==> config.mk <==
export PLATFORM = sky130hd
export DESIGN_NAME = universal_shift_register
export DESIGN_NICKNAME = d
export VERILOG_FILES = /design/src/rtl/usr_pkg.sv /design/src/rtl/usr_bit_counter.sv /design/src/rtl/universal_shift_register.sv
export SDC_FILE = /design/constraint.sdc
export NUM_CORES = 1
export LEC_CHECK = 0
export ABC_AREA = 1
export ABC_CLOCK_PERIOD_IN_PS = 1100
export CAP_MARGIN = 20
export CORE_ASPECT_RATIO = 0.75
export CORE_UTILIZATION = 40
export DETAILED_ROUTE_END_ITERATION = 10
export MAX_ROUTING_LAYER = met4
export PLACE_DENSITY = 0.73
export SYNTH_ARGS = -nofsm -noshare
export SYNTH_HDL_FRONTEND = slang
export SYNTH_SLANG_ARGS = --single-unit
==> constraint.sdc <==
create_clock -name clk -period 1.1 [get_ports clk]
set_input_delay 0.165 -clock clk [delete_from_list [all_inputs] [get_ports clk]]
set_output_delay 0.165 -clock clk [all_outputs]
set_load 0.05 [all_outputs]
Figure 1. Power grid (run 1).
Bar = 20 um. Pins as bars on the die edge.
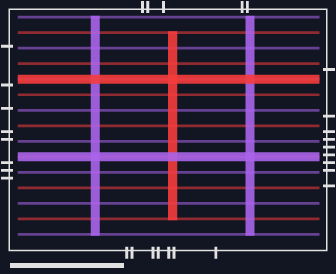
Key: purple = VSS; red = VDD
The core has 14 rows. 29 signal pins sit on the boundary.
die x size: 55.4 um
Core Region: 2010 um^2
Die Ht: 42.1 um
largest vdd supply drop: 0.873 mV

Figure 2. Cells colored by class (run 1).
Fill, decap, tap and diode cells in gray.
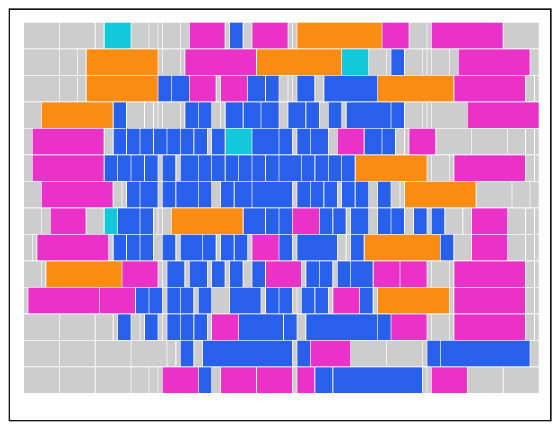
Key: magenta = remaining buffers and delay cells [cells 40]; orange = registers [cells 12]; cyan = clock drivers and dummy loads [cells 4]; blue = remaining logic cells [cells 125]
Final Instance Area: 1450 um^2
post-route core utilization: 0.722

Figure 3. Routed clock nets over the placement (run 1).
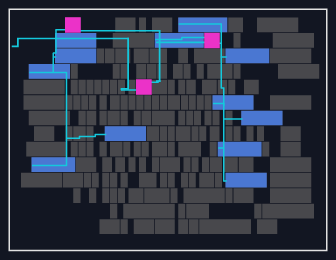
Key: blue = flip-flops [count 12]; magenta = clock-net drivers [count 3]; cyan = clock wires [length 174 um]
There are 4 routed clock nets.
Clk power: 276 uW
clk_lat worst skew: 0.27 ns

==> results.cfg, run 1 <==
; yosys + openroad results
[synthesis]
edf_count = 0
ys_async_sr_fraction = 0
top_area_cell = dfxtp_1
common_cells = nand2_1, inv_1, nor2_1
syn_area_um2 = 856
synthCells = 141
synthMuxAreaShare = 0
simple_gate_area_frac = 0.393
syn-num-nets = 162
top_cell_area_share = 0.281
ys_area_um2 = 856
ys.flops = 12
area_leaders = dfxtp_1, nand2_1, inv_1, nor2_1, ha_1
yosys_warnings = 0
yosys_most_used_dff = dfxtp_1
synth-compound-area-share = 0.0292
top_cell = nand2_1
adder_share = 0.0877
ys_seq_frac = 0.281
xor_area_frac = 0

[worst_setup_path]
worst-path-stages = 5
cp.arrival_ns = 1.27
endpoint_kind = flip-flop
reg2reg_slack_ns = 0.03
path_class = flip-flop to flip-flop
crit_buf_inv = 1
critPathMaxStageDelay_ns = 0.34
rr_worst_depth = 5
crit_fanout = 2
start_kind = flip-flop
required_ns = 1.30
crit_chain = ha_2 -> ha_1 -> inv_2 -> nand3_1 -> a21oi_1
path_delay_family = adder cells

[sta]
slew_viol_final = 0
tightest_slew_ns = 0.235
min_period_over_period = 0.969
tns_ns = 0
relSlewSlack = 0.843
hold_viol_final = 0
grt_setup_unrepaired = true
worst_slack_ns = 0.0337
fin_skew_ns = 0.00255
min_period_ns = 1.07

[cells_and_area]
combAreaFraction = 0.345
bufAreaShareNonClock = 0.350
nNonClkBuffers = 40
finish.net_count = 203
inv_count = 33
sh_seq_area = 0.173
layout_top_cell = nand2_1
ff_count = 12
insertedDiodeCount = 0
largest_reg_flops = 8
syn_to_final_growth_pct = 69.9
dominant_cells = buffers
final-clk-cell-share = 0.0181
drive_gt1_frac = 0.287
ff_latch_area_um2 = 251
comb_cells = 92
final.clkbuf_count = 3
final_cell_mix = nand2_1, inv_1, nor2_1

[floorplan]
initial_core_util = 0.425
rows = 14
n_tap_cell = 24
ios = 29
die-area_um2 = 2330

[global_route]
track_usage = 0.209
met3_usage = 0.0772
grtUsageMet1 = 0.275
antenna_found_initial = 0
first_global_vias = 886
grt_pass1_wl_um = 3730

[clock_tree]
post_cts_buffers = 1
cts_buffer_depth = 2
cts_tree = built
cts.sinks = 12
cts.hold.buffers_added = 0
htreeDepth = 1
cts.repair.resized = 13
clk_pin_slew_ns = 0.07
clockRootBuffer = clkbuf_4
cts_inserted_buffers = 3

[drt]
drt-initial-drc-count = 46
dr_wl_met2_um = 990
wl_per_cell_um = 11.0
topRoutingLayerUsed = met4
route.vias.total = 965
ant_nets = 0
met1_length_um = 1030
wl_met3_um = 194
finalWirelength_um = 2260
vias_per_cell = 4.71
first_pass_iters = 4

[run_status]
status = finished, final reports clean

[place]
portBuffers = 28
gp_congestion = 0.862
dp_hpwl_um = 1540

[job]
maxCapViolCount = 0
warning_count = 30

[pwr]
finalPower_mw = 1.32
p_per_area_nw_per_um2 = 911

[hold_path]
worstHoldPathType = primary input to flip-flop
-- run 1: stage by stage --
| stage | utilization | hold slack [ns] | instance area, um^2 | instances |
|---|---|---|---|---|
| after floorplan | - | 0.284 | 865 | 141 |
| after global placement | 0.667 | 0.483 | 1340 | 197 |
| after detailed placement | 0.667 | 0.494 | 1340 | 197 |
| after CTS | 0.712 | 0.505 | 1430 | 204 |
| after global routing | 0.722 | 0.462 | 1450 | 205 |
| final | 0.722 | 0.441 | 1450 | 205 |
-- run 1: power by group --
group          internal, mW  switching [mW]  total, mW
registers             0.461          0.0423      0.503
clock network         0.131           0.145      0.276
logic                 0.262           0.282      0.544
total                 0.855           0.469       1.32
Figure 4. Wiring by layer (run 1).
Bar = 20 um. Two of the layers only.
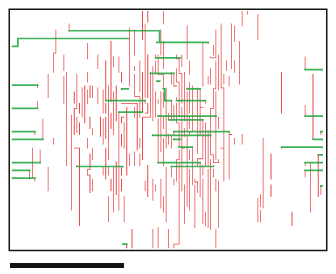

==> run 1 -> run 2 <==
--- a/config.mk
+++ b/config.mk
@@ -9,10 +9,10 @@
 export ABC_CLOCK_PERIOD_IN_PS = 1100
 export CAP_MARGIN = 20
 export CORE_ASPECT_RATIO = 0.75
-export CORE_UTILIZATION = 40
+export CORE_UTILIZATION = 35
 export DETAILED_ROUTE_END_ITERATION = 10
 export MAX_ROUTING_LAYER = met4
-export PLACE_DENSITY = 0.73
+export PLACE_DENSITY = 0.76
 export SYNTH_ARGS = -nofsm -noshare
 export SYNTH_HDL_FRONTEND = slang
 export SYNTH_SLANG_ARGS = --single-unit
Figure 5. Wiring by layer (run 2).
Bar = 20 um. Two of the layers only.
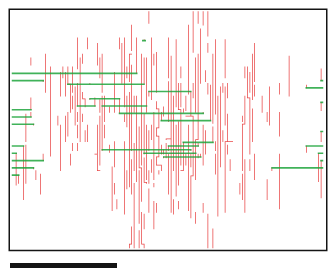
Key: green = M3 [wire length 179 um]; red = M2 [wire length 1140 um]
total number of vias: 939
gr usage total: 0.197
WL/cell: 10.8 um
final WL: 2310 um

==> run 2 against run 1 <==
Register-to-register slack worse by 0.02 ns; critical path depth fell by 1; via count is 2.7% lower; synthesized cell count unchanged; clock skew is 0.0013 ns higher; area after synthesis stayed put; setup slack lost 0.018 ns; global-route usage decreased by 1.2 points; first-iteration DRC count shrank 63%; cell count up 3.9%; hold slack worse by 0.24 ns; critical endpoint is now u_bit_counter.bit_cnt[2]$_SDFFE_PP0P_.
==> results.cfg, run 2 <==
; yosys + openroad results
[synthesis]
xor_area_frac = 0
synth.avg_cell_area_um2 = 6.07
edf_count = 0
synthMuxAreaShare = 0
syn_area_um2 = 856
yosys_warnings = 0
syn-num-nets = 162
area_leaders = dfxtp_1, nand2_1, inv_1, nor2_1, ha_1
simple_gate_area_frac = 0.393
synthTopLogicFamily = simple AND/OR/NAND/NOR gates
yosys_most_used_dff = dfxtp_1
top_cell_area_share = 0.281
top_area_cell = dfxtp_1
ys_cells = 141
ys_seq_frac = 0.281
ys.flops = 12
adder_share = 0.0877
ys_async_sr_fraction = 0
ys_area_um2 = 856
synth-compound-area-share = 0.0292
top_cell = nand2_1
synthCells = 141
common_cells = nand2_1, inv_1, nor2_1
synth.distinct_cells = 18

[floorplan]
die-area_um2 = 2650
die_w_um = 59.1
initial_core_util = 0.371
ios = 29
chipHeight_um = 44.8
rows = 15
core_region_area_um2 = 2310

[cells_and_area]
final_cell_mix = nand2_1, inv_1, nor2_1
syn_to_final_growth_pct = 70.8
stdcell_area_um2 = 1460
largest_reg_flops = 8
instances_no_fill = 213
final_util = 0.633
insertedDiodeCount = 0
drive_gt1_frac = 0.313
finish.net_count = 201
layout_top_cell = nand2_1

[sta]
min_period_over_period = 0.985
grt_setup_unrepaired = true
tightest_slew_ns = 0.240
max_freq_ghz = 0.923
relSlewSlack = 0.840
worst_slack_ns = 0.0162
hold_viol_final = 0
timing.hold.ws_ns = 0.204
slew_viol_final = 0
setup_viol = 0
tns_ns = 0
min_period_ns = 1.08

[clock_tree]
cts.sinks = 12
cts_tree = built
cts.hold.buffers_added = 0
cts.repair.resized = 13
cts_inserted_buffers = 3
cts_buffer_depth = 2
clockRootBuffer = clkbuf_4
clk_pin_slew_ns = 0.08
post_cts_buffers = 0
htreeDepth = 1

[global_route]
first_global_vias = 844
antenna_found_initial = 0
grt_max_degree = 12
grt_pass1_wl_um = 3660
use_met2 = 0.350
grtUsageMet1 = 0.216
grt_busiest_layer = met2
overflow = 0
met3_usage = 0.0630

[place]
dp_cells = 207
gp_congestion = 0.940
portBuffers = 28
dp_hpwl_um = 1730
placed_cell_area_um2 = 1360
preCtsSetupSlack_ns = -0.598

[pwr]
p_leak_nw = 0.783
p_per_area_nw_per_um2 = 920
peakVddDrop_mv = 0.550
finalPower_mw = 1.34

[drt]
first_pass_iters = 4
drc = 0
vias_per_cell = 4.41
met1_length_um = 970
topRoutingLayerUsed = met4
dr_wl_met2_um = 1140
wl_met3_um = 178
ant_nets = 0
drt-initial-drc-count = 17

[worst_setup_path]
critPathMaxStageDelay_ns = 0.35
path_common_cell = ha_2
crit_path_top_delay_cell = dfxtp_4
crit_chain = ha_2 -> ha_2 -> nand3_1 -> a21oi_1
crit_buf_inv = 0
worst-path-stages = 4
start_kind = flip-flop
crit_fanout = 2
cp.arrival_ns = 1.30
reg2reg_slack_ns = 0.02
path_delay_family = adder cells
rr_worst_depth = 4
path_class = flip-flop to flip-flop
endpoint_kind = flip-flop
required_ns = 1.31

[hold_path]
worstHoldPathType = primary input to flip-flop
hold_depth = 3

[job]
maxCapViolCount = 0
warning_count = 30

[run_status]
status = finished, final reports clean
Figure 6. Routed clock nets over the placement (run 2).
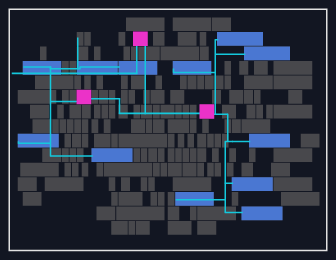
Key: cyan = clock wires [length 200 um]; magenta = clock-net drivers [count 3]; blue = flip-flops [count 12]
There are 4 routed clock nets.
Setup Skew: 0.00381 ns
clk_lat worst skew: 0.28 ns
Clk pwr share: 0.219

-- run 2: cell types whose count changed in the layout (fill, tap and decap cells not counted), moves of 2 or more --
cell | previous run | this run
dfxtp_1 | 7 | 4
dfxtp_2 | 3 | 6
nor2_1 | 22 | 20
nor2_2 | 2 | 4
-- run 2: report_power, final --
part	total, mW	switching (mW)	internal [mW]
sequential	0.506	0.0435	0.463
clock	0.294	0.162	0.132
combinational	0.544	0.280	0.263
-- run 2: worst min-delay path, stage by stage --
cell and delay (ns):
dlymetal6s2s_1 0.17, nand2_1 0.08, nor4_1 0.04
-- run 2: final cells by class --
type                            count  area, um^2
Timing Repair Buffer               40         507
Sequential cell                    12         255
Tap cell                           34        42.5
Clock inverter                      1        3.75
Clock buffer                        3        22.5
Inverter                           32         128
Multi-Input combinational cell     91         503
Fill cell                         203         847
Power and IR drop assume default switching activity.
